Clock distribution:
Drawn at 12 px/um.
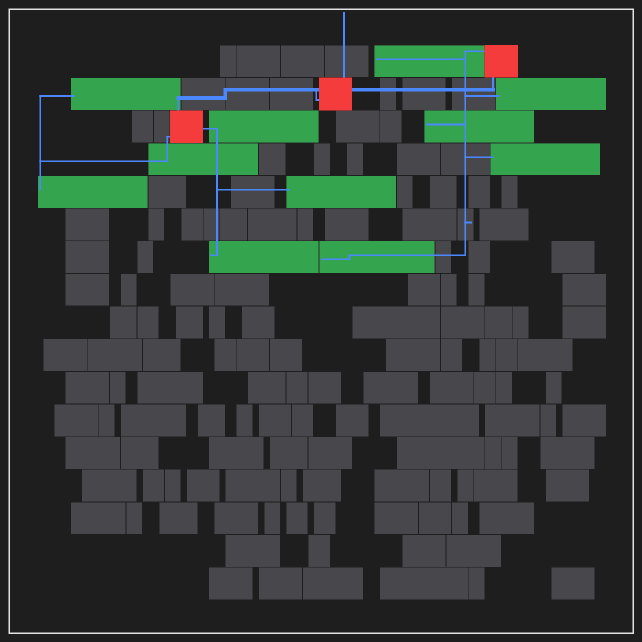
Pin map:
Drawn at 6 px/um. Pins as bars across the die edge, other pins in gray.
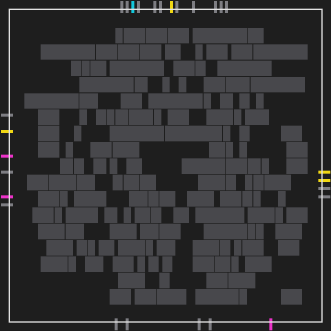
File: config.mk
export PLATFORM = sky130hd
export DESIGN_NAME = alu_seq_flat
export DESIGN_NICKNAME = d
export VERILOG_FILES = /design/src/rtl/alu_pkg.sv /design/src/rtl/alu_seq_if.sv /design/src/rtl/alu_mul_seq.sv /design/src/rtl/alu_seq.sv /design/src/flat_wrapper.sv
export SDC_FILE = /design/constraint.sdc
export NUM_CORES = 1
export LEC_CHECK = 0
export ABC_AREA = 0
export CAP_MARGIN = 20
export CORE_MARGIN = 2
export CORE_UTILIZATION = 50
export DETAILED_ROUTE_END_ITERATION = 12
export GPL_ROUTABILITY_DRIVEN = 0
export PLACE_DENSITY = 0.8
export SYNTH_ARGS = -nofsm -noshare
export SYNTH_HDL_FRONTEND = slang
export SYNTH_SLANG_ARGS = --single-unit
File: constraint.sdc
create_clock -name clk -period 4.6 [get_ports clk]
set_clock_uncertainty 0.15 [all_clocks]
set_input_delay 0.46 -clock clk [delete_from_list [all_inputs] [get_ports clk]]
set_output_delay 0.46 -clock clk [all_outputs]
set_load 0.01 [all_outputs]
File: src/rtl/alu_pkg.sv
// Shared opcode map and FSM encoding for the registered ALU.
package alu_pkg;

  localparam logic [2:0] OP_PASS_A = 3'b000;
  localparam logic [2:0] OP_CMP    = 3'b001;
  localparam logic [2:0] OP_PASS_B = 3'b010;
  localparam logic [2:0] OP_ADD    = 3'b011;
  localparam logic [2:0] OP_NOR    = 3'b100;
  localparam logic [2:0] OP_AND    = 3'b101;
  localparam logic [2:0] OP_MUL    = 3'b110;
  localparam logic [2:0] OP_ACC    = 3'b111;

  typedef enum logic {StIdle, StMul} alu_state_e;

endpackage

File: src/rtl/alu_seq_if.sv
// Operand-side and result-side valid/ready bundle of alu_seq.
interface alu_seq_if #(
  parameter int unsigned WIDTH = 4
) ();

  logic             in_valid;
  logic             in_ready;
  logic [WIDTH-1:0] a;
  logic [WIDTH-1:0] b;
  logic [2:0]       f;
  logic             out_valid;
  logic             out_ready;
  logic [WIDTH-1:0] y;
  logic             c_out;
  logic             zero;
  logic [WIDTH-1:0] acc;

  modport master (
    output in_valid, a, b, f, out_ready,
    input  in_ready, out_valid, y, c_out, zero, acc
  );

  modport slave (
    input  in_valid, a, b, f, out_ready,
    output in_ready, out_valid, y, c_out, zero, acc
  );

endinterface

File: src/rtl/alu_mul_seq.sv
// Shift-add multiplier: one partial product per cycle, WIDTH cycles after start.
// product is valid in the cycle done is high (it is the final step's sum).
module alu_mul_seq #(
  parameter int unsigned WIDTH = 4
) (
  input  logic               clk,
  input  logic               reset,
  input  logic               start,
  input  logic [WIDTH-1:0]   a,
  input  logic [WIDTH-1:0]   b,
  output logic               done,
  output logic [2*WIDTH-1:0] product
);

  localparam int unsigned CntW = $clog2(WIDTH);

  logic [2*WIDTH-1:0] mcand_q;
  logic [2*WIDTH-1:0] part_q;
  logic [2*WIDTH-1:0] part_d;
  logic [WIDTH-1:0]   mplier_q;
  logic [CntW-1:0]    cnt_q;
  logic               busy_q;

  always_comb begin
    part_d = part_q + (mplier_q[0] ? mcand_q : '0);
    done   = busy_q && (cnt_q == CntW'(WIDTH - 1));
  end

  assign product = part_d;

  always_ff @(posedge clk or negedge reset) begin
    if (!reset) begin
      mcand_q  <= '0;
      part_q   <= '0;
      mplier_q <= '0;
      cnt_q    <= '0;
      busy_q   <= 1'b0;
    end else if (start) begin
      mcand_q  <= {{WIDTH{1'b0}}, a};
      part_q   <= '0;
      mplier_q <= b;
      cnt_q    <= '0;
      busy_q   <= 1'b1;
    end else if (busy_q) begin
      part_q   <= part_d;
      mcand_q  <= mcand_q << 1;
      mplier_q <= mplier_q >> 1;
      cnt_q    <= cnt_q + 1'b1;
      if (done) busy_q <= 1'b0;
    end
  end

endmodule

File: src/rtl/alu_seq.sv
// Registered WIDTH-generic ALU with accumulator and valid/ready on both sides.
// Define ALU_SEQ_MUL_EN to build the multi-cycle multiplier for opcode 110.
module alu_seq
  import alu_pkg::*;
#(
  parameter int unsigned WIDTH     = 4,
  parameter int unsigned ACC_RESET = 0
) (
  input logic       clk,
  input logic       reset,
  alu_seq_if.slave  bus
);

  logic               accept;
  logic               consume;
  logic               single_op;
  logic               mul_done;
  logic [2*WIDTH-1:0] mul_product;

  logic [WIDTH:0]     alu_wide;
  logic [WIDTH-1:0]   alu_y;
  logic               alu_c;

  logic [WIDTH-1:0]   y_q, y_d;
  logic [WIDTH-1:0]   acc_q, acc_d;
  logic               c_q, c_d;
  logic               zero_q, zero_d;
  logic               valid_q, valid_d;

  assign accept  = bus.in_valid && bus.in_ready;
  assign consume = valid_q && bus.out_ready;

`ifdef ALU_SEQ_MUL_EN
  alu_state_e state_q, state_d;
  logic       mul_start;

  assign mul_start    = accept && (bus.f == OP_MUL);
  assign single_op    = accept && (bus.f != OP_MUL);
  assign bus.in_ready = (state_q == StIdle) && (!valid_q || bus.out_ready);

  alu_mul_seq #(
    .WIDTH (WIDTH)
  ) u_mul (
    .clk     (clk),
    .reset   (reset),
    .start   (mul_start),
    .a       (bus.a),
    .b       (bus.b),
    .done    (mul_done),
    .product (mul_product)
  );

  always_comb begin
    state_d = state_q;
    unique case (state_q)
      StIdle:  if (mul_start) state_d = StMul;
      StMul:   if (mul_done)  state_d = StIdle;
      default: state_d = StIdle;
    endcase
  end

  always_ff @(posedge clk or negedge reset) begin
    if (!reset) state_q <= StIdle;
    else        state_q <= state_d;
  end
`else
  assign single_op    = accept;
  assign mul_done     = 1'b0;
  assign mul_product  = '0;
  assign bus.in_ready = !valid_q || bus.out_ready;
`endif

  // Single-cycle datapath; OP_MUL lands in default and yields zero when handled here.
  always_comb begin
    alu_wide = '0;
    alu_y    = '0;
    alu_c    = 1'b0;
    case (bus.f)
      OP_PASS_A: alu_y = bus.a;
      OP_CMP: begin
        alu_wide = {1'b0, bus.a} - {1'b0, bus.b};
        alu_y    = alu_wide[WIDTH-1:0];
        alu_c    = alu_wide[WIDTH];
      end
      OP_PASS_B: alu_y = bus.b;
      OP_ADD: begin
        alu_wide = {1'b0, bus.a} + {1'b0, bus.b};
        alu_y    = alu_wide[WIDTH-1:0];
        alu_c    = alu_wide[WIDTH];
      end
      OP_NOR: alu_y = ~(bus.a | bus.b);
      OP_AND: alu_y = bus.a & bus.b;
      OP_ACC: begin
        alu_wide = {1'b0, acc_q} + {1'b0, bus.a};
        alu_y    = alu_wide[WIDTH-1:0];
        alu_c    = alu_wide[WIDTH];
      end
      default: alu_y = '0;
    endcase
  end

  // A new result may replace the one being consumed in the same cycle.
  always_comb begin
    y_d     = y_q;
    c_d     = c_q;
    zero_d  = zero_q;
    valid_d = valid_q;
    acc_d   = acc_q;
    if (consume) valid_d = 1'b0;
    if (single_op) begin
      y_d     = alu_y;
      c_d     = alu_c;
      zero_d  = (alu_y == '0);
      valid_d = 1'b1;
    end
    if (mul_done) begin
      y_d     = mul_product[WIDTH-1:0];
      c_d     = |mul_product[2*WIDTH-1:WIDTH];
      zero_d  = (mul_product[WIDTH-1:0] == '0);
      valid_d = 1'b1;
    end
    if (accept && (bus.f == OP_ACC)) acc_d = alu_y;
  end

  always_ff @(posedge clk or negedge reset) begin
    if (!reset) begin
      y_q     <= '0;
      c_q     <= 1'b0;
      zero_q  <= 1'b1;
      valid_q <= 1'b0;
      acc_q   <= WIDTH'(ACC_RESET);
    end else begin
      y_q     <= y_d;
      c_q     <= c_d;
      zero_q  <= zero_d;
      valid_q <= valid_d;
      acc_q   <= acc_d;
    end
  end

  assign bus.out_valid = valid_q;
  assign bus.y         = y_q;
  assign bus.c_out     = c_q;
  assign bus.zero      = zero_q;
  assign bus.acc       = acc_q;

endmodule

File: src/flat_wrapper.sv
// flat-port wrapper written by rule: the top's interface ports become plain ports
module alu_seq_flat import alu_pkg::*;
#(
  parameter int unsigned WIDTH     = 4,
  parameter int unsigned ACC_RESET = 0
)
  (clk, reset, bus_in_valid, bus_a, bus_b, bus_f, bus_out_ready, bus_in_ready, bus_out_valid, bus_y, bus_c_out, bus_zero, bus_acc);
  alu_seq_if #(.WIDTH(WIDTH)) bus_i ();
  input logic clk;
  input logic reset;
  input wire logic [$bits(bus_i.in_valid)-1:0] bus_in_valid;
  input wire logic [$bits(bus_i.a)-1:0] bus_a;
  input wire logic [$bits(bus_i.b)-1:0] bus_b;
  input wire logic [$bits(bus_i.f)-1:0] bus_f;
  input wire logic [$bits(bus_i.out_ready)-1:0] bus_out_ready;
  output wire logic [$bits(bus_i.in_ready)-1:0] bus_in_ready;
  output wire logic [$bits(bus_i.out_valid)-1:0] bus_out_valid;
  output wire logic [$bits(bus_i.y)-1:0] bus_y;
  output wire logic [$bits(bus_i.c_out)-1:0] bus_c_out;
  output wire logic [$bits(bus_i.zero)-1:0] bus_zero;
  output wire logic [$bits(bus_i.acc)-1:0] bus_acc;
  assign bus_i.in_valid = bus_in_valid;
  assign bus_i.a = bus_a;
  assign bus_i.b = bus_b;
  assign bus_i.f = bus_f;
  assign bus_i.out_ready = bus_out_ready;
  assign bus_in_ready = bus_i.in_ready;
  assign bus_out_valid = bus_i.out_valid;
  assign bus_y = bus_i.y;
  assign bus_c_out = bus_i.c_out;
  assign bus_zero = bus_i.zero;
  assign bus_acc = bus_i.acc;
  alu_seq #(.WIDTH(WIDTH), .ACC_RESET(ACC_RESET)) u_core (.clk(clk), .reset(reset), .bus(bus_i));
endmodule
==> out/qor.yml <==
hold_path:
  min_from: "u_core.bus.y[3]"
  worstHoldPathType: "register to register"
layout:
  comb.multi_input.count: 94
  lay_top_count: "clkdlybuf4s50_1"
  nonClockBufferCount: 26
  diodes: 0
  flops: 11
  final_util: 0.654
  final-comb-area_um2: 782
  final_area_mm2: 0.00143
  inverters: 14
power:
  p_leak_nw: 0.684
global_route:
  grt_max_degree: 19
synthesis:
  synth_warnings: 0
  ys_ff: 11
  async_reset_ff_frac: 1.00
  syn_inst: 123
  synth_nets: 157
  synth_seq_share: 0.241
floorplan:
  row_count: 17
  coreArea_mm2: 0.00219
  pin_count: 27
  die_area_mm2: 0.00269
cts:
  cts-buffers-inserted: 3
  cts_root_buf: "clkbuf_4"
  htree_num_levels: 1
  cts_num_sinks: 11
drt:
  ant_nets: 0
  drt-pass1-iter-count: 4
  vias: 951
final_timing:
  rsz0062_at_grt: "no"
  fmax_mhz: 377
  maxSlewHeadroom: 0.454
  period_used_share: 0.576
  hold_slack_ns: 0.336
  hold_viol: 0
placed_design:
  dp_hpwl_um: 1940
  placed_cell_area_mm2: 0.00141
flow_run:
  maxCapViolations: 0
critical_path:
  cp.required_ns: 4.66
  cp_top_family: "buffers and inverters"
  path_buffers: 3
  cp_slowest_cell: "clkdlybuf4s50_1"
  crit_start: "bus_a[0]"
  reg2reg_slack_ns: 2.45
  setup.worst_path.end_class: "register"
  cpMostUsedCell: "inv_1"
outcome:
  outcome: "finished clean"
Notes on 'clock distribution' above:
- red: clock-net drivers (count 3)
- blue: clock wires (length 133 um)
- green: flip-flops (count 11)
- routed clock nets: 4
Clock Power Share: 0.172
clock latency on the worst-skew pair: 0.27 ns
Clock net power: 64.6 uW

Notes on 'pin map' above:
- yellow: `bus_acc` (pins 4; direction output; edge 2 right, 1 top, 1 left)
- magenta: `bus_f` (pins 3; direction input; edge 2 left, 1 bottom)
- cyan: `bus_out_ready` (pins 1; direction input; edge top)
- all pins by edge: 12 top, 6 left, 5 bottom, 4 right
die y size: 51.9 um
Port Buf Inserts: 26
chip width: 51.9 um

per-layer routing:
metal | vias up | part of all wire | GRT usage
met3 | 0 | 0.033 | 0.0345
met4 | 0 | 0 | 0
met5 | - | 0 | 0
met2 | 15 | 0.54 | 0.384
li1 | 481 | - | -
met1 | 455 | 0.43 | 0.238
tightest hold or removal path, stage by stage, from the launching register on:
cell	delay (ns)
dfrtp_1	0.34
nand2_1	0.04
o21ai_0	0.07
power groups by stage:
stage / registers [mW] / logic [mW] / clock network [mW]
2_1_floorplan: 0.139 / 0.101 / 0
3_3_place_gp: 0.132 / 0.179 / 0
3_5_place_dp: 0.133 / 0.183 / 0
4_1_cts: 0.131 / 0.184 / 0.0690
5_1_grt: 0.133 / 0.204 / 0.0718
6_report: 0.130 / 0.181 / 0.0646
cell families after synthesis:
group | count (synthesis) | share of synthesized area
multiplexers | 11 | 0.115
adder cells (fa/ha/maj) | 19 | 0.227
buffers and inverters | 18 | 0.0764
flip-flops | 11 | 0.241
AND/OR/NAND/NOR | 27 | 0.119
AND-OR/OR-AND | 33 | 0.191
XOR/XNOR | 4 | 0.0306
cells in the mapped netlist, drive strengths merged (3+ instances only):
cell type / number / share of area
mux2: 4 / 0.043
nand2: 11 / 0.036
xnor2: 3 / 0.023
nor2: 9 / 0.032
fa: 3 / 0.052
a21o: 4 / 0.026
buf: 4 / 0.031
mux2i: 6 / 0.052
o21ai: 11 / 0.051
ha: 16 / 0.17
dfrtp: 10 / 0.22
inv: 14 / 0.046
a21oi: 7 / 0.031
path summary, 6_finish.rpt:
path / cells past startpoint / to
max reg2reg: 7 / u_core.bus.zero
min reg2reg: 2 / u_core.bus.y[3]
min in group asynchronous: 1 / u_core.bus.y[0]
min: 2 / u_core.bus.y[3]
max in group asynchronous: 1 / u_core.bus.zero
max: 9 / u_core.bus.zero
Power is estimated from default activity; no workload was simulated.
